**Run 1: placed cells, one colour a class**

Bar = 20 microns.
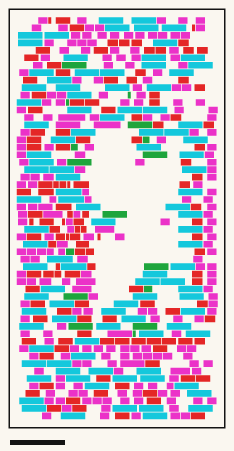
**Run 1: cells by drive strength**

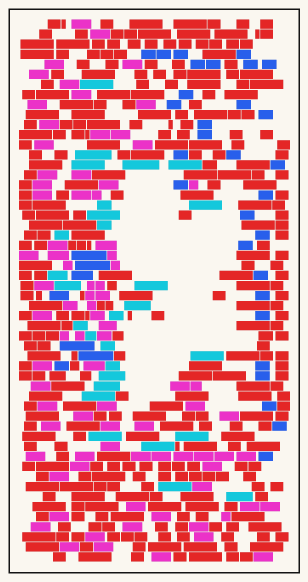
**Run 1: port wiring**

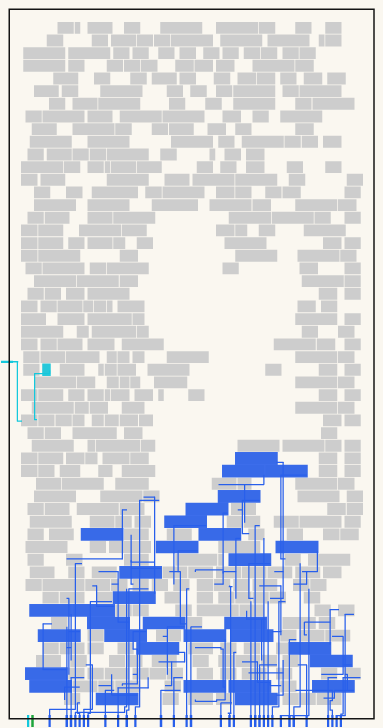
$ cat src/rtl/ahb_apb_master.sv
// ahb_apb_master
//   AHB-Lite slave front end of the AHB-to-APB bridge. Each accepted
//   NONSEQ/SEQ transfer becomes one APB SETUP/ACCESS transfer, and the AHB
//   data phase is held with HREADYOUT=0 until the APB side completes.
//   The APB side runs on HCLK. All outputs are registered.
//
//   Optional feature macro: APB_PSLVERR_EN
//     defined   : PSLVERR sampled at ACCESS & PREADY; 1 gives a two-cycle
//                 AHB ERROR response (ERR1 then ERR2).
//     undefined : PSLVERR ignored, HRESP stays 0, ERR1/ERR2 never entered.
//
//   Ports
//     HCLK, HRESETn            clock, async active-low reset
//     HSEL, HADDR, HTRANS,     AHB-Lite address/control phase
//     HWRITE, HREADY
//     HWDATA                   AHB write data (data phase)
//     HREADYOUT, HRESP, HRDATA AHB data-phase response
//     PSEL, PENABLE, PWRITE,   APB master request
//     PADDR, PWDATA
//     PRDATA, PREADY, PSLVERR  APB completer response
//
//   state  | meaning
//   -------+------------------------------------------------------------
//   IDLE   | no transfer pending, zero-wait OKAY, accepts new transfer
//   WLATCH | write accepted, capture HWDATA into PWDATA
//   SETUP  | APB setup phase (PSEL=1, PENABLE=0)
//   ACCESS | APB access phase, waits for PREADY
//   ERR1   | first ERROR cycle (HREADYOUT=0, HRESP=1)
//   ERR2   | second ERROR cycle (HREADYOUT=1, HRESP=1), may accept

module ahb_apb_master #(
    parameter int ADDR_WIDTH = 32,
    parameter int DATA_WIDTH = 32
) (
    input  logic                  HCLK,
    input  logic                  HRESETn,
    input  logic                  HSEL,
    input  logic [ADDR_WIDTH-1:0] HADDR,
    input  logic [1:0]            HTRANS,
    input  logic                  HWRITE,
    input  logic [DATA_WIDTH-1:0] HWDATA,
    input  logic                  HREADY,
    output logic                  HREADYOUT,
    output logic                  HRESP,
    output logic [DATA_WIDTH-1:0] HRDATA,
    output logic                  PSEL,
    output logic                  PENABLE,
    output logic                  PWRITE,
    output logic [ADDR_WIDTH-1:0] PADDR,
    output logic [DATA_WIDTH-1:0] PWDATA,
    input  logic [DATA_WIDTH-1:0] PRDATA,
    input  logic                  PREADY,
    input  logic                  PSLVERR
);

    localparam logic [2:0] ST_IDLE   = 3'd0;
    localparam logic [2:0] ST_WLATCH = 3'd1;
    localparam logic [2:0] ST_SETUP  = 3'd2;
    localparam logic [2:0] ST_ACCESS = 3'd3;
    localparam logic [2:0] ST_ERR1   = 3'd4;
    localparam logic [2:0] ST_ERR2   = 3'd5;

    logic [2:0] state;
    logic       accept;
    logic       apb_err;

    // HTRANS[1] covers both NONSEQ and SEQ; BUSY/IDLE never start a transfer.
    assign accept = HSEL & HTRANS[1] & HREADY;

`ifdef APB_PSLVERR_EN
    assign apb_err = PSLVERR;
    logic unused_in;
    assign unused_in = ^{HADDR[1:0], HTRANS[0]};
`else
    assign apb_err = 1'b0;
    logic unused_in;
    assign unused_in = ^{HADDR[1:0], HTRANS[0], PSLVERR};
`endif

    always_ff @(posedge HCLK or negedge HRESETn) begin
        if (!HRESETn) begin
            state     <= ST_IDLE;
            HREADYOUT <= 1'b1;
            HRESP     <= 1'b0;
            HRDATA    <= '0;
            PSEL      <= 1'b0;
            PENABLE   <= 1'b0;
            PWRITE    <= 1'b0;
            PADDR     <= '0;
            PWDATA    <= '0;
        end else begin
            case (state)
                // ERR2 behaves like IDLE for acceptance; its HRESP=1 is
                // already registered, so only the next-cycle values matter.
                ST_IDLE, ST_ERR2: begin
                    HRESP     <= 1'b0;
                    HREADYOUT <= 1'b1;
                    state     <= ST_IDLE;
                    if (accept) begin
                        PADDR     <= {HADDR[ADDR_WIDTH-1:2], 2'b00};
                        PWRITE    <= HWRITE;
                        HREADYOUT <= 1'b0;
                        if (HWRITE) begin
                            state <= ST_WLATCH;
                        end else begin
                            state <= ST_SETUP;
                            PSEL  <= 1'b1;
                        end
                    end
                end
                ST_WLATCH: begin
                    PWDATA <= HWDATA;
                    PSEL   <= 1'b1;
                    state  <= ST_SETUP;
                end
                ST_SETUP: begin
                    PENABLE <= 1'b1;
                    state   <= ST_ACCESS;
                end
                ST_ACCESS: begin
                    if (PREADY) begin
                        PSEL    <= 1'b0;
                        PENABLE <= 1'b0;
                        if (!PWRITE) begin
                            HRDATA <= PRDATA;
                        end
                        if (apb_err) begin
                            state <= ST_ERR1;
                            HRESP <= 1'b1;
                        end else begin
                            state     <= ST_IDLE;
                            HREADYOUT <= 1'b1;
                        end
                    end
                end
                ST_ERR1: begin
                    HREADYOUT <= 1'b1;
                    HRESP     <= 1'b1;
                    state     <= ST_ERR2;
                end
                default: begin
                    state     <= ST_IDLE;
                    HREADYOUT <= 1'b1;
                    HRESP     <= 1'b0;
                    PSEL      <= 1'b0;
                    PENABLE   <= 1'b0;
                end
            endcase
        end
    end

endmodule
$ cat config.mk
export PLATFORM = sky130hd
export DESIGN_NAME = ahb_apb_master
export DESIGN_NICKNAME = d
export VERILOG_FILES = /design/src/rtl/ahb_apb_master.sv
export SDC_FILE = /design/constraint.sdc
export NUM_CORES = 1
export LEC_CHECK = 0
export CAP_MARGIN = 20
export CORE_ASPECT_RATIO = 2
export CORE_MARGIN = 2
export CORE_UTILIZATION = 36
export DETAILED_ROUTE_END_ITERATION = 10
export PLACE_DENSITY = 0.77
export SLEW_MARGIN = 20
export SYNTH_ARGS = -nofsm -noshare
export SYNTH_HDL_FRONTEND = slang
export SYNTH_SLANG_ARGS = --single-unit
$ cat constraint.sdc
create_clock -name HCLK -period 1.45 [get_ports HCLK]
set_input_delay 0.145 -clock HCLK [delete_from_list [all_inputs] [get_ports HCLK]]
set_output_delay 0.145 -clock HCLK [all_outputs]
set_load 0.005 [all_outputs]
==> impl_metrics.toml, run 1 <==
# generated from flow reports
[route]
dr_total_vias = 2887
dr.pass1.iters = 4
drc_errors = 0
post_drt_wl_per_cell_microns = 19.0
wirelength_microns = 11600
ant_nets = 0
drtIter0Drc = 69
vias_per_cell = 4.74

[final_layout]
n_fill_cell = 826
post_layout_nonfiller_instances = 609
nNetsFinal = 568
final_util = 0.643
drive_gt1_frac = 0.316

[clock_network]
cts.sinks = 102
post_cts_resized = 47
clock_path_buffers = 2
clk_pin_slew_ps = 70
h-tree-depth = 3
cts_inserted_buffers = 9
postCtsSetupBuffers = 10
cts_tree = "built"
clock-root-buffer = "clkbuf_16"
postCtsHoldBufs = 1
clk_latency_ps = 340

[timing]
max_freq_mhz = 649
finalSetupViolations = 96
worst-slew-pin-transition_ps = 571
period_needed_ps = 1540
hold_slack_ps = 369
finClkSkew_ps = 8.04
drv_slew = 0
min_period_over_period = 1.06
rsz0062_at_grt = "yes"
layout_setup_ws_ps = -90.8
relSlewSlack = 0.619
finalHoldViolCount = 0
setup_tns_ps = -6110

[synth]
ys_cells = 238
ff_type = "dfrtp_1"
yosysSeqAreaShare = 0.647
topCellsByArea = "dfrtp_1, mux2_2, buf_4"
syn-mean-instance-area_sq_um = 16.6
yosysTopAreaCell = "dfrtp_1"
syn_inst = 238
numSynthFlops = 102
edf_count = 0
top_area_frac = 0.640
top_cell = "dfrtp_1"
synth.distinct_cells = 28
syn_area_sq_um = 3950
yosysWarningCount = 0
top_cells_by_count = "dfrtp_1, mux2_2, buf_4"
yosys-stat-area_sq_um = 3950

[power]
pwr-share-seq = 0.363
power.total_uw = 14000
ir_drop_mv = 1.17
power_density_nw_per_um2 = 2020
power_switching_uw = 3820
internal_power_uw = 10200
power_leakage_uw = 0.00298
pwr-share-clk = 0.157
sw_frac_of_total = 0.272
combPwrFrac = 0.480

[placed_design]
dp.cells = 575
gp_congestion = 0.781
dpl_cell_area_sq_um = 6140
dp_slack_ps = -268
dp_hpwl_microns = 7800

[critical_path]
cp_max_fo = 6
critical_path_required_ps = 1680
cp_cell_sequence = "xor2_2 > nor3_4 > buf_6 > clkbuf_16 > mux2_4"
cp_num_buf_inv = 2
startpoint = "state[0]"
ff2ff_setup_slack_ps = -90
critical_path_arrival_ps = 1770
cp-start-kind = "register"
cp_slowest_cell = "dfrtp_2"
crit_family = "flip-flops"
critPathKind = "register to register"
max_stage_delay_ps = 430
timing.rr.start = "state[0]"
r2r_end = "PADDR[5]"
r2r_cells = 5
worst-path-stages = 5
endpoint = "PADDR[5]"

[global_routing]
grt_pass1_wl_microns = 17000
grt_max_degree = 103
grtUsageTotal = 0.188
grt_pass1_vias = 3281
antenna_found_initial = 1
grt-ovfl-total = 0

[floorplan]
die_y_microns = 152
die_w_microns = 78.0
dieArea_sq_um = 11900
coreArea_sq_um = 10800
initial_core_util = 0.365
rows = 54

[run_status]
status = "complete, but fails checks"
violations = "setup timing"

[run]
maxCapViolCount = 0
warning_count = 35

[hold_path]
min_path_type = "input pin to asynchronous set/reset pin"
## Picture notes: 'placed cells, one colour a class'
legend:
  red:
    class: all other logic
    cells: 124
    share_of_their_area: 23%
  magenta:
    class: other buffers and delay cells
    cells: 226
    share_of_their_area: 35%
  cyan:
    class: flops
    cells: 102
    share_of_their_area: 38%
  green:
    class: clock drivers and dummy loads
    cells: 16
    share_of_their_area: 4.0%

## Picture notes: 'cells by drive strength'
legend:
  cyan:
    size: drive 6 and up
    cells: 28
    share: 6.0%
    most_used: clkbuf_16
  blue:
    size: drive 2
    cells: 37
    share: 7.9%
    most_used: mux2_2
  magenta:
    size: drive 3 to 4
    cells: 83
    share: 18%
    most_used: mux2_4
  red:
    size: drive 1 or less
    cells: 320
    share: 68%
    most_used: clkdlybuf4s50_1
Synth-to-Final Area Change: 76.0%
final instance area: 6950 sq um

## Picture notes: 'port wiring'
legend:
  cyan:
    port: `HTRANS`
    direction: input
    edge: 1 bottom, 1 left
    end_cells: 1
    buffers: 1
    wire: 29.0 microns
  blue:
    port: `HRDATA`
    direction: output
    edge: bottom
    end_cells: 32
    buffers: 32
    wire: 1270 microns
  green:
    port: `PSLVERR`
    direction: input
    edge: bottom
    end_cells: 0
    buffers: 0
# IOs: 206
I/O Buffers: 199

==> run 1: power by group through the flow <==
stage	sequential [uW]	clock, uW	combinational, uW
floorplan	5100	0	2040
global placement	5010	0	5600
detailed placement	5090	0	5730
CTS	5070	2260	6270
global route	5270	2400	7080
finish	5090	2200	6720
==> run 1: flip-flops by register name (all words and copies together), names as in the netlist <==
name       cells
HRDATA        32
PADDR         30
PWDATA        32
PENABLE        1
state          3
PSEL           1
PWRITE         1
HREADYOUT      1
HRESP          1
==> run 1: cell type report <==
type	instances	area [sq um]	share of cell area
Clock inverter	4	32.5	0.00468
Antenna cell	1	2.50	0.000360
Sequential cell	102	2560	0.368
Inverter	2	10.0	0.00144
Multi-Input combinational cell	122	1550	0.223
Clock buffer	12	236	0.0340
Tap cell	140	175	0.0252
Timing Repair Buffer	226	2380	0.343
==> run 1: cell usage in the layout (no fill, tap or decap), types with 2 or more instances in the layout <==
cell type and instances:
clkdlybuf4s50_1 196, dfrtp_1 98, mux2_4 62, mux2_2 31
clkbuf_16 12, buf_4 9, buf_6 7, buf_12 5
nor3_4 3, nor2_1 3, clkbuf_1 3, dfrtp_2 3
mux2_1 2, or3_4 2, conb_1 2, clkinvlp_4 2
buf_16 2
==> run 1: kinds of logic after synthesis <==
logic type             Yosys count  synth area share
AND/OR/NAND/NOR                 16            0.0330
multiplexers                    95             0.271
buffers and inverters           15            0.0298
XOR/XNOR                         2           0.00444
AND-OR/OR-AND                    7            0.0136
flip-flops                     102             0.647
other                            1          0.000950
==> run 1: routing by layer <==
metal | GRT usage | share of wire | routed length, microns
met4 | 0.124 | 0.051 | 593
met1 | 0.181 | 0.34 | 3880
met5 | 0 | 0 | 0
met2 | 0.353 | 0.57 | 6660
met3 | 0.0321 | 0.039 | 448
**Run 1: wire density map**

Bar = 20 microns. 16 x 30 tiles, from dark purple (low) to yellow (high), scaled to the fullest tile. Values are wire area over tile area, all layers added.
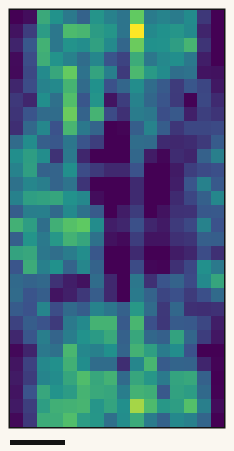

==> run 2: changes to the inputs <==
--- a/config.mk
+++ b/config.mk
@@ -8,9 +8,10 @@
 export CAP_MARGIN = 20
 export CORE_ASPECT_RATIO = 2
 export CORE_MARGIN = 2
-export CORE_UTILIZATION = 36
+export CORE_UTILIZATION = 35
 export DETAILED_ROUTE_END_ITERATION = 10
-export PLACE_DENSITY = 0.77
+export GPL_ROUTABILITY_DRIVEN = 0
+export PLACE_DENSITY = 0.75
 export SLEW_MARGIN = 20
 export SYNTH_ARGS = -nofsm -noshare
 export SYNTH_HDL_FRONTEND = slang
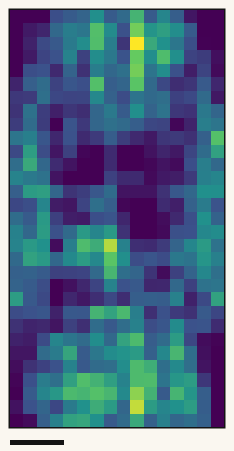
**Above:** run 2 (wire density map).
Bar = 20 microns. 16 x 31 tiles, from dark purple (low) to yellow (high), scaled to the fullest tile. Values are wire area over tile area, all layers added.
mean over tiles: 0.14
tiles over half the peak: 15%
nearly empty tiles: 9.3%
fullest tile: 0.48
densest ninth of the die: bottom centre
gr usage total: 0.171
DR WL/cell: 17.5 microns
vias post-DR: 2863
post-detailed-routing wire length: 10700 microns

==> run 2 against run 1 <==
Compared with the run above: the flow still finishes with violations (setup timing); largest power group unchanged; utilization decreased by 2.1 points; highest routed layer unchanged; register-to-register slack got worse by 20 ps; worst setup slack lost 22 ps; sequential share of layout area rose by 0.77 points.
==> impl_metrics.toml, run 2 <==
# generated from flow reports
[run_status]
status = "complete, but fails checks"
violations = "setup timing"

[clock_network]
clock_path_buffers = 2
cts_tree = "built"
clk_latency_ps = 340
clk_pin_slew_ps = 70
cts_inserted_buffers = 9
cts.sinks = 102
h-tree-depth = 3
clock-root-buffer = "clkbuf_16"

[final_layout]
post_layout_nonfiller_instances = 610
regArea_sq_um = 2560
logic_area_sq_um = 1410
lay_top_count = "clkdlybuf4s50_1"
nNetsFinal = 571
diodes = 0
n_fill_cell = 891
layout_top_cells = "clkdlybuf4s50_1, dfrtp_1, mux2_2, mux2_4, buf_4"
drive_gt1_frac = 0.302
final_cell_area_sq_um = 6800
syn_to_final_growth_pct = 72.4

[synth]
yosys-stat-area_sq_um = 3950
yosysWarningCount = 0
syn-mean-instance-area_sq_um = 16.6
edf_count = 0
syn_inst = 238
syn_area_sq_um = 3950
top_area_frac = 0.640
ys_cells = 238
topCellsByArea = "dfrtp_1, mux2_2, buf_4"
top_cells_by_count = "dfrtp_1, mux2_2, buf_4"
ff_type = "dfrtp_1"
top_cell = "dfrtp_1"
yosysTopAreaCell = "dfrtp_1"
synth.distinct_cells = 28
numSynthFlops = 102
yosysSeqAreaShare = 0.647

[critical_path]
critical_path_required_ps = 1670
end_kind = "register"
critPathKind = "register to register"
max_stage_delay_ps = 440
cp_cell_sequence = "xor2_2 > nor3_4 > buf_4 > buf_16 > mux2_2"
cp_max_fo = 15
critical_path_arrival_ps = 1790
cp_slowest_cell = "dfrtp_1"
cp-start-kind = "register"

[placed_design]
dp_slack_ps = -292
port_buffers = 199
dp_hpwl_microns = 7770
dp.cells = 582
dpl_cell_area_sq_um = 6200

[route]
top_layer_used = "met4"
dr.pass1.iters = 3
met3WireLength_microns = 606
ant_nets = 0
drt-met1-wl_microns = 3560
drc_errors = 0
drtIter0Drc = 60

[floorplan]
die_y_microns = 154
pin_count = 206
coreArea_sq_um = 10900
die_w_microns = 79.1
dieArea_sq_um = 12200
rows = 54

[timing]
period_needed_ps = 1560
finClkSkew_ps = 6.57
layout_setup_ws_ps = -113
min_period_over_period = 1.08
drv_slew = 0
hold_slack_ps = 235
finalSetupViolations = 95
rsz0062_at_grt = "yes"
worst-slew-pin-transition_ps = 533
setup_tns_ps = -8480
finalHoldViolCount = 0
max_freq_mhz = 640

[hold_path]
min_path_type = "input pin to asynchronous set/reset pin"

[global_routing]
grt_pass1_vias = 3033
antenna_found_initial = 0
grt-ovfl-total = 0
grt_max_degree = 46
grt_pass1_wl_microns = 15700

[run]
maxCapViolCount = 0
warning_count = 33

[power]
ir_drop_mv = 1.12
power_leakage_uw = 0.00291
power.total_uw = 13700
power_density_nw_per_um2 = 2020
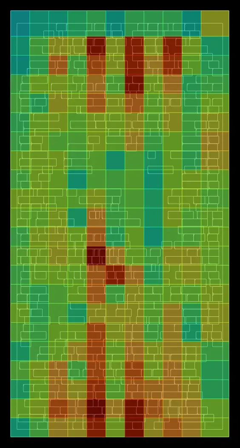
**Above:** run 2 (track usage over the die).
GR Layer Usage met2: 0.318
final core utilization: 0.621

[run 2: layer usage]
metal	track usage	up-vias
li1	-	1294
met1	0.164	1437
met2	0.318	110
met3	0.0493	22
met4	0.0870	0
met5	0	-
[run 2: what timing repair did]
action	in CTS	in global routing
hold endpoints to repair	101	0
hold buffers	1	0
setup buffers	4	4
setup endpoints to repair	99	97
gates cloned	1	3
pin swaps	0	2
resized	4	38
[run 2: logic make-up after synthesis]
| family | Yosys count | synth area share |
|---|---|---|
| AND-OR/OR-AND | 7 | 0.0136 |
| XOR/XNOR | 2 | 0.00444 |
| buffers and inverters | 15 | 0.0298 |
| flip-flops | 102 | 0.647 |
| multiplexers | 95 | 0.271 |
| other | 1 | 0.000950 |
| AND/OR/NAND/NOR | 16 | 0.0330 |
[run 2: critical path, delay by kind of cell (launching register included)]
family	cells	cell delay, ps
xor gates and xnor gates	1	220
DFF	1	440
and+or+nand+nor	1	150
muxes	1	330
buffers and inverters	2	300
[run 2: worst paths after layout]
kind	from	endpoint	slack, ps	cells after the start
worst max-delay path	state[0]	PADDR[31]	-110	5
worst min-delay path	HRESETn	HRDATA[25]	240	2
worst max register to register	state[0]	PADDR[31]	-110	5
worst min register to register	PADDR[5]	PADDR[5]	480	1
max in group asynchronous	HRESETn	HRDATA[24]	700	3
min in group HCLK	HWDATA[29]	PWDATA[29]	410	2
[run 2: cell type report]
cell class,instances,area share
repair buffers,229,0.348
multi-input cells,122,0.207
flip-flops and latches,102,0.376
clock buffers,12,0.0362
clock inverters,3,0.00662
well taps,140,0.0258
inverters,2,0.00110
[run 2: report_power, final]
part | switching [uW] | total, uW | internal, uW
registers | 756 | 5010 | 4260
clock network | 1030 | 2400 | 1380
logic | 1850 | 6300 | 4460
total | 3630 | 13700 | 10100
**Run 2: port wiring**

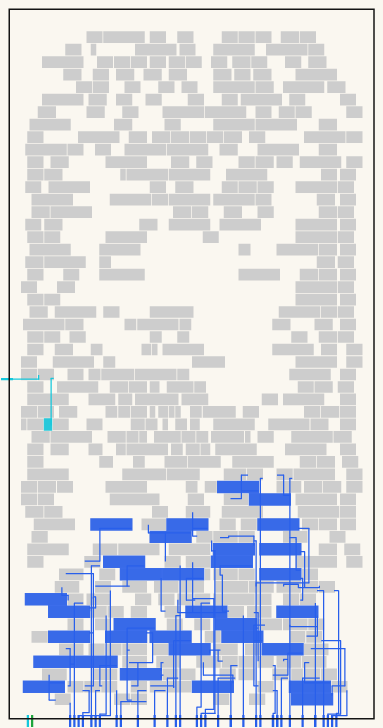

==> run 3: changes to the inputs <==
--- a/config.mk
+++ b/config.mk
@@ -8,11 +8,10 @@
 export CAP_MARGIN = 20
 export CORE_ASPECT_RATIO = 2
 export CORE_MARGIN = 2
-export CORE_UTILIZATION = 35
+export CORE_UTILIZATION = 36
 export DETAILED_ROUTE_END_ITERATION = 10
 export GPL_ROUTABILITY_DRIVEN = 0
-export PLACE_DENSITY = 0.75
-export SLEW_MARGIN = 20
+export PLACE_DENSITY = 0.77
 export SYNTH_ARGS = -nofsm -noshare
 export SYNTH_HDL_FRONTEND = slang
 export SYNTH_SLANG_ARGS = --single-unit
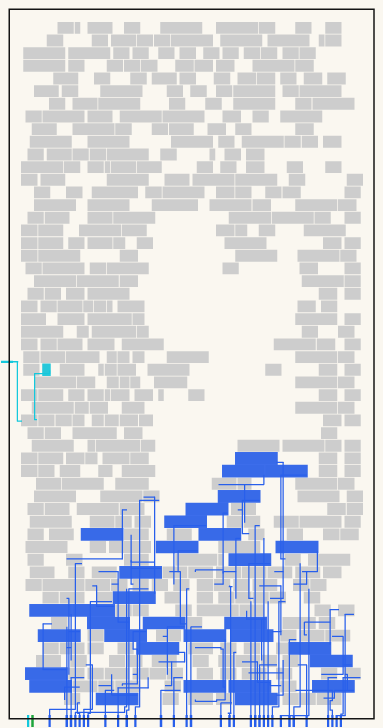
**Above:** run 3 (port wiring).
legend:
  cyan:
    port: `HTRANS`
    direction: input
    edge: 1 bottom, 1 left
    end_cells: 1
    buffers: 1
    wire: 29.0 microns
  blue:
    port: `HRDATA`
    direction: output
    edge: bottom
    end_cells: 32
    buffers: 32
    wire: 1270 microns
  green:
    port: `PSLVERR`
    direction: input
    edge: bottom
    end_cells: 0
    buffers: 0

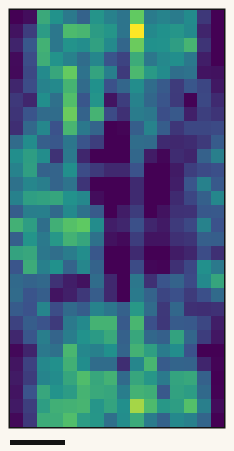
**Above:** run 3 (wire density map).
Bar = 20 microns. 16 x 30 tiles, from dark purple (low) to yellow (high), scaled to the fullest tile. Values are wire area over tile area, all layers added.
nearly empty tiles: 9.0%
fullest tile: 0.48
emptiest ninth of the die: centre
mean over tiles: 0.16
tiles over half the peak: 21%

==> run 3 against run 2 <==
Compared with the run above: the run still ends with setup timing left; clock-buffer cell count unchanged; combinational power up 6.7%; clock skew up 1.5 ps; power up 2.1%; worst setup slack better by 22 ps; synthesized area unchanged; clock power down 8%; critical path type unchanged; highest routed layer unchanged.
==> impl_metrics.toml, run 3 <==
# generated from flow reports
[global_routing]
grt_max_degree = 103
grtUsageMet1 = 0.181
busiest_layer = "met2"
grt_pass1_vias = 3281
grt_pass1_wl_microns = 17000
grtUsageTotal = 0.188
grt_use_met2 = 0.353
met3_usage = 0.0321
antenna_found_initial = 1
grt-ovfl-total = 0

[floorplan]
die_w_microns = 78.0
rows = 54
dieArea_sq_um = 11900
initial_core_util = 0.365
die_y_microns = 152
pin_count = 206
coreArea_sq_um = 10800

[critical_path]
cp_cell_sequence = "xor2_2 > nor3_4 > buf_6 > clkbuf_16 > mux2_4"
startpoint = "state[0]"
cp_slowest_cell = "dfrtp_2"
r2r_end = "PADDR[5]"
critical_path_required_ps = 1680
cp_num_buf_inv = 2
max_stage_delay_ps = 430
cp-start-kind = "register"
critPathKind = "register to register"
crit_family = "flip-flops"
timing.rr.start = "state[0]"
r2r_cells = 5
endpoint = "PADDR[5]"
end_kind = "register"
worst-path-stages = 5
cp_max_fo = 6
ff2ff_setup_slack_ps = -90
critical_path_arrival_ps = 1770

[placed_design]
port_buffers = 199
dp_hpwl_microns = 7800
dpl_cell_area_sq_um = 6140

[synth]
yosysWarningCount = 0
synth-async-reset-ratio = 1.00
syn_inst = 238
edf_count = 0
yosys-stat-area_sq_um = 3950
top_cells_by_count = "dfrtp_1, mux2_2, buf_4"
syn_area_sq_um = 3950
syn-mean-instance-area_sq_um = 16.6
yosysSeqAreaShare = 0.647
yosysTopAreaCell = "dfrtp_1"
top_cell = "dfrtp_1"
ff_type = "dfrtp_1"
ys_cells = 238
numSynthFlops = 102
topCellsByArea = "dfrtp_1, mux2_2, buf_4"
synth.distinct_cells = 28
top_area_frac = 0.640

[run]
warning_count = 35
maxCapViolCount = 0

[clock_network]
cts.sinks = 102
postCtsSetupBuffers = 10
h-tree-depth = 3
cts_inserted_buffers = 9
cts_tree = "built"
post_cts_resized = 47
postCtsHoldBufs = 1
clock_path_buffers = 2
clk_pin_slew_ps = 70
clock-root-buffer = "clkbuf_16"
clk_latency_ps = 340

[timing]
layout_setup_ws_ps = -90.8
worst-slew-pin-transition_ps = 571
relSlewSlack = 0.619
drv_slew = 0
rsz0062_at_grt = "yes"
finalHoldViolCount = 0
min_period_over_period = 1.06
hold_slack_ps = 369
period_needed_ps = 1540
setup_tns_ps = -6110
max_freq_mhz = 649
finalSetupViolations = 96
finClkSkew_ps = 8.04

[power]
power_density_nw_per_um2 = 2020
power.total_uw = 14000
combPwrFrac = 0.480
power_leakage_uw = 0.00298
pwr-share-clk = 0.157
sw_frac_of_total = 0.272
pwr-share-seq = 0.363
ir_drop_mv = 1.17
power_switching_uw = 3820
internal_power_uw = 10200

[route]
post_drt_wl_per_cell_microns = 19.0
top_layer_used = "met4"
drtIter0Drc = 69
ant_nets = 0
wirelength_microns = 11600
met2_length_microns = 6660
drt-met1-wl_microns = 3880
dr.pass1.iters = 4
drc_errors = 0
vias_per_cell = 4.74
met3WireLength_microns = 448
dr_total_vias = 2887

[final_layout]
final_util = 0.643
syn_to_final_growth_pct = 76.0
layout_top_cells = "clkdlybuf4s50_1, dfrtp_1, mux2_4, mux2_2, clkbuf_16"
lay_top_count = "clkdlybuf4s50_1"
top_regs = "HRDATA: 32 flops, PWDATA: 32 flops, PADDR: 30 flops"
nNetsFinal = 568
final_cell_area_sq_um = 6950
drive_gt1_frac = 0.316

[run_status]
status = "complete, but fails checks"
violations = "setup timing"

[hold_path]
min_path_type = "input pin to asynchronous set/reset pin"
==> run 3: netlist changes by cell type in the layout (fill, tap and decap cells not counted), moves of 2 or more <==
cell | previous run | this run
mux2_4 | 32 | 62
mux2_2 | 59 | 31
buf_4 | 18 | 9
buf_6 | 2 | 7
buf_12 | 7 | 5
mux2_1 | 4 | 2
or3_1 | 2 | 0
or3_4 | 0 | 2
==> run 3: kinds of logic (layout without fill, tap and decap cells) <==
group	count (synthesis)	count (layout)	synth area share
compound gates	7	7	0.0136
xor+xnor	2	2	0.00444
buf+inv	15	244	0.0298
flops	102	102	0.647
mux	95	95	0.271
other cells	1	3	0.000950
simple gates	16	16	0.0330
==> run 3: worst register-to-register path, delay by kind of cell (launching register included) <==
kind / cells / cell delay, ps
xor+xnor: 1 / 200
buf+inv: 2 / 310
flops: 1 / 430
mux: 1 / 300
simple gates: 1 / 180
==> run 3: per-stage QoR <==
step | cells | setup WS, ps
CTS | 605 | -93.4
detailed placement | 575 | -268
floorplan | 239 | -19.4
global placement | 575 | -225
finish | 609 | -90.8
global route | 609 | -136
==> run 3: power groups by stage <==
stage / Sequential (uW) / Combinational [uW] / Clock [uW]
after floorplan: 5100 / 2040 / 0
after global placement: 5010 / 5600 / 0
after detailed placement: 5090 / 5730 / 0
after CTS: 5070 / 6270 / 2260
after global routing: 5270 / 7080 / 2400
final: 5090 / 6720 / 2200
==> run 3: cell type report <==
cell class                      count  area, sq um
Clock inverter                      4         32.5
Clock buffer                       12          236
Inverter                            2         10.0
Tap cell                          140          175
Antenna cell                        1         2.50
Timing Repair Buffer              226         2380
Fill cell                         826         3860
Sequential cell                   102         2560
Multi-Input combinational cell    122         1550
Power is estimated from default activity; no workload was simulated.
